## src/rtl/nor_flash_ctrl_pkg.sv

```systemverilog
// Shared definitions for the NOR flash controller: command encodings,
// FSM state type and the default erase-sector size.
package nor_flash_ctrl_pkg;

    localparam int SECTOR_BITS_DEF = 4;

    localparam logic [1:0] OP_READ    = 2'b00;
    localparam logic [1:0] OP_PROGRAM = 2'b01;
    localparam logic [1:0] OP_ERASE   = 2'b10;
    localparam logic [1:0] OP_RSVD    = 2'b11;

    typedef enum logic [3:0] {
        ST_IDLE,
        ST_RD_ISSUE,
        ST_RD_WAIT,
        ST_PG_READ,
        ST_PG_WAIT,
        ST_PG_WRITE,
        ST_PG_VERIFY,
        ST_PG_VWAIT,
        ST_ER_WRITE,
        ST_RESP
    } state_e;

endpackage

```

## src/rtl/nor_flash_ctrl.sv

```systemverilog
// NOR flash command controller: read, bit-clearing program with read-back
// verify, and sector erase against an external synchronous memory.
module nor_flash_ctrl
    import nor_flash_ctrl_pkg::*;
#(
    parameter int ADDR_W      = 8,
    parameter int DATA_W      = 8,
    parameter int SECTOR_BITS = SECTOR_BITS_DEF
) (
    input  logic              clk,
    input  logic              rst,
    input  logic              cmd_valid,
    output logic              cmd_ready,
    input  logic [1:0]        cmd_op,
    input  logic [ADDR_W-1:0] cmd_addr,
    input  logic [DATA_W-1:0] cmd_wdata,
    input  logic              wp,
    output logic              rsp_valid,
    input  logic              rsp_ready,
    output logic [DATA_W-1:0] rsp_data,
    output logic              rsp_err,
    output logic              mem_we,
    output logic              mem_re,
    output logic [ADDR_W-1:0] mem_addr,
    output logic [DATA_W-1:0] mem_din,
    input  logic [DATA_W-1:0] mem_dout
);

    state_e                 state_q, state_d;
    logic [ADDR_W-1:0]      addr_q, addr_d;
    logic [DATA_W-1:0]      wdata_q, wdata_d;
    logic [DATA_W-1:0]      old_q, old_d;
    logic [DATA_W-1:0]      rsp_data_q, rsp_data_d;
    logic                   rsp_err_q, rsp_err_d;
    logic [SECTOR_BITS-1:0] cnt_q, cnt_d;

    logic [DATA_W-1:0] prog_val;
    assign prog_val  = old_q & wdata_q;
    assign rsp_data  = rsp_data_q;
    assign rsp_err   = rsp_err_q;

    // NOTE: state flops use non-blocking assignments so every flop samples
    // pre-edge values; the comb block below uses blocking assignments only.
    always_ff @(posedge clk or posedge rst) begin
        if (rst) begin
            state_q    <= ST_IDLE;
            addr_q     <= '0;
            wdata_q    <= '0;
            old_q      <= '0;
            rsp_data_q <= '0;
            rsp_err_q  <= 1'b0;
            cnt_q      <= '0;
        end else begin
            state_q    <= state_d;
            addr_q     <= addr_d;
            wdata_q    <= wdata_d;
            old_q      <= old_d;
            rsp_data_q <= rsp_data_d;
            rsp_err_q  <= rsp_err_d;
            cnt_q      <= cnt_d;
        end
    end

    always_comb begin
        // NOTE: every output and next-state value gets a default first so no
        // path through the case statement can infer a latch.
        state_d    = state_q;
        addr_d     = addr_q;
        wdata_d    = wdata_q;
        old_d      = old_q;
        rsp_data_d = rsp_data_q;
        rsp_err_d  = rsp_err_q;
        cnt_d      = cnt_q;
        cmd_ready  = 1'b0;
        rsp_valid  = 1'b0;
        mem_we     = 1'b0;
        mem_re     = 1'b0;
        mem_addr   = '0;
        mem_din    = '0;

        unique case (state_q)
            ST_IDLE: begin
                cmd_ready = 1'b1;
                if (cmd_valid) begin
                    addr_d  = cmd_addr;
                    wdata_d = cmd_wdata;
                    cnt_d   = '0;
                    // Protected writes and the reserved op respond with an error untouched.
                    if (cmd_op == OP_READ) begin
                        state_d = ST_RD_ISSUE;
                    end else if (cmd_op == OP_PROGRAM && !wp) begin
                        state_d = ST_PG_READ;
                    end else if (cmd_op == OP_ERASE && !wp) begin
                        state_d = ST_ER_WRITE;
                    end else begin
                        rsp_err_d  = 1'b1;
                        rsp_data_d = '0;
                        state_d    = ST_RESP;
                    end
                end
            end
            ST_RD_ISSUE: begin
                mem_re   = 1'b1;
                mem_addr = addr_q;
                state_d  = ST_RD_WAIT;
            end
            ST_RD_WAIT: begin
                rsp_data_d = mem_dout;
                rsp_err_d  = 1'b0;
                state_d    = ST_RESP;
            end
            ST_PG_READ: begin
                mem_re   = 1'b1;
                mem_addr = addr_q;
                state_d  = ST_PG_WAIT;
            end
            ST_PG_WAIT: begin
                old_d = mem_dout;
                // Programming can only clear bits; any 0->1 request is refused.
                if ((~mem_dout & wdata_q) != '0) begin
                    rsp_err_d  = 1'b1;
                    rsp_data_d = mem_dout;
                    state_d    = ST_RESP;
                end else begin
                    state_d = ST_PG_WRITE;
                end
            end
            ST_PG_WRITE: begin
                mem_we   = 1'b1;
                mem_addr = addr_q;
                mem_din  = prog_val;
                state_d  = ST_PG_VERIFY;
            end
            ST_PG_VERIFY: begin
                mem_re   = 1'b1;
                mem_addr = addr_q;
                state_d  = ST_PG_VWAIT;
            end
            ST_PG_VWAIT: begin
                rsp_data_d = mem_dout;
                rsp_err_d  = (mem_dout != prog_val);
                state_d    = ST_RESP;
            end
            ST_ER_WRITE: begin
                mem_we   = 1'b1;
                mem_addr = {addr_q[ADDR_W-1:SECTOR_BITS], cnt_q};
                mem_din  = '1;
                cnt_d    = cnt_q + SECTOR_BITS'(1);
                if (cnt_q == '1) begin
                    rsp_err_d  = 1'b0;
                    rsp_data_d = '0;
                    state_d    = ST_RESP;
                end
            end
            ST_RESP: begin
                rsp_valid = 1'b1;
                if (rsp_ready) state_d = ST_IDLE;
            end
            default: state_d = ST_IDLE;
        endcase
    end

endmodule

```

## config.mk

```make
export PLATFORM = sky130hd
export DESIGN_NAME = nor_flash_ctrl
export DESIGN_NICKNAME = d
export VERILOG_FILES = /design/src/rtl/nor_flash_ctrl_pkg.sv /design/src/rtl/nor_flash_ctrl.sv
export SDC_FILE = /design/constraint.sdc
export NUM_CORES = 1
export LEC_CHECK = 0
export ABC_AREA = 1
export CORE_ASPECT_RATIO = 1.5
export CORE_UTILIZATION = 44
export DETAILED_ROUTE_END_ITERATION = 8
export MAX_ROUTING_LAYER = met4
export PLACE_DENSITY = 0.77
export SYNTH_ARGS = -nofsm -noshare
export SYNTH_HDL_FRONTEND = slang
export SYNTH_SLANG_ARGS = --single-unit
```

## constraint.sdc

```tcl
create_clock -name clk -period 1.5 [get_ports clk]
set_clock_uncertainty 0.05 [all_clocks]
set_input_delay 0.375 -clock clk [delete_from_list [all_inputs] [get_ports clk]]
set_output_delay 0.375 -clock clk [all_outputs]
set_load 0.01 [all_outputs]
```

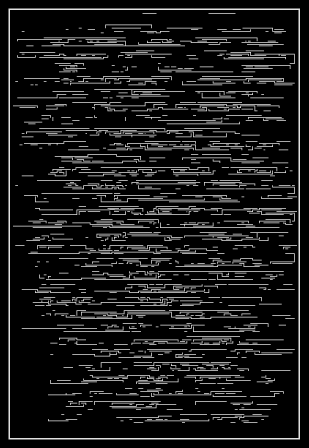
Figure 1: run 1, M1 wires.
wire length on this layer = 3660 um
share of all routed wire = 34%
longest straight run = 26.2 um
main direction = horizontal

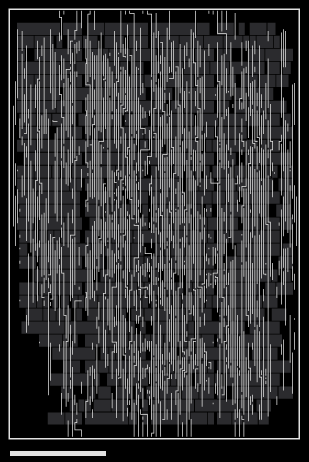
Figure 2: run 1, met2 routing.
Scale bar: 20 um.
longest straight run = 42.5 um
nets with wire on the layer = 458

==> impl_metrics.env, run 1 <==
# yosys + openroad results
export IMPL_ioPinCount=60
export IMPL_slew_headroom=0.717
export IMPL_crit_path_end_kind="output pin"
export IMPL_synthCells=300
export IMPL_grt_usage=0.322
export IMPL_dieArea_um2=5410
export IMPL_final_cell_mix="nand2_1 (82), buf_4 (62), dfrtp_1 (38)"
export IMPL_power_total_mw=9.33
export IMPL_clk_latency_ns=0.31
export IMPL_status="finished with violations"
export IMPL_nClkBuffers=5
export IMPL_chipWidth_um=60.4
export IMPL_ys_sh_mux=0
export IMPL_violations="negative setup slack"
export IMPL_worst_slack_ns=-0.611
export IMPL_maxCapViolCount=0
export IMPL_clock_area_frac=0.0201
export IMPL_finalSetupViolations=61
export IMPL_startpoint_type="register"
export IMPL_n_fill_cell=225
export IMPL_met1_usage=0.347
export IMPL_grt_pass1_vias=2728
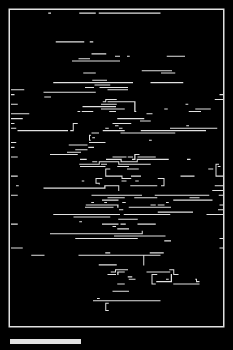
Figure 3: run 1, the metal 3 layer.
Scale bar: 20 um.
share of all routed wire = 7.7%
nets with wire on the layer = 107
wire length on this layer = 822 um
main direction = horizontal
DR vias: 3024
Routed WL: 10700 um
M3 GR Usage: 0.0530

==> inputs of run 2 (changes only) <==
- CORE_MARGIN: default -> 1
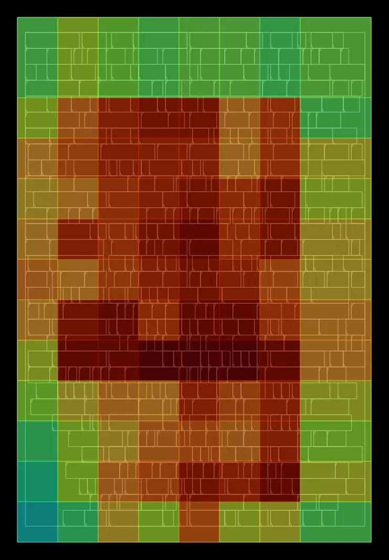
Figure 4: run 2, track usage over the die.
busiest layer in global routing: met2
final core utilization: 0.880
GRT Util Overall: 0.322

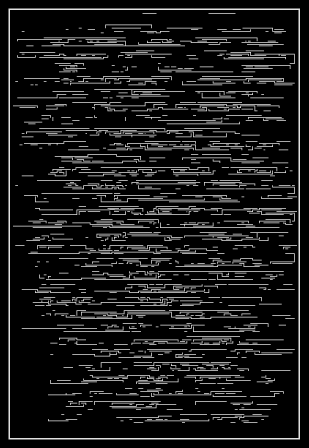
Figure 5: run 2, M1 wires.
wire length on this layer = 3660 um
share of all routed wire = 34%
nets with wire on the layer = 455
longest straight run = 26.2 um
main direction = horizontal
grt met1 use: 0.347

==> run 2 against run 1 <==
  * The flow still finishes with violations (negative setup slack)
  * Register-to-register slack barely moved
  * Global-route usage did not move
  * Sequential power barely moved
  * Synthesized cell count did not move
  * Routed wire length did not move
  * Sequential share of layout area did not move
  * Sequential cell count did not move
  * Hold slack did not move
  * Setup slack did not move
  * Largest cell class unchanged
  * Critical endpoint unchanged
==> impl_metrics.env, run 2 <==
# yosys + openroad results
export IMPL_status="finished with violations"
export IMPL_violations="negative setup slack"
export IMPL_nClkBuffers=5
export IMPL_grt_use_met3=0.0530
export IMPL_crit_path_end_kind="output pin"
export IMPL_final_cell_mix="nand2_1 (82), buf_4 (62), dfrtp_1 (38)"
export IMPL_grt_pass1_vias=2728
export IMPL_drt_total_wl_um=10700
export IMPL_power_total_mw=9.33
export IMPL_worst_slack_ns=-0.611
export IMPL_ioPinCount=60
export IMPL_finalSetupViolations=61
export IMPL_clk_latency_ns=0.31
export IMPL_syn_to_final_growth_pct=91.1
export IMPL_dieArea_um2=5410
export IMPL_final_nets=489
export IMPL_n_fill_cell=225
export IMPL_vias=3024
export IMPL_final_cells=524
export IMPL_slew_headroom=0.717
export IMPL_ys_sh_mux=0
export IMPL_cpPeakStageDelay_ns=0.51
export IMPL_antenna_cells=0
export IMPL_startpoint_type="register"
export IMPL_clock_area_frac=0.0201
No activity file was given, so power comes from the tool's default toggle rates.
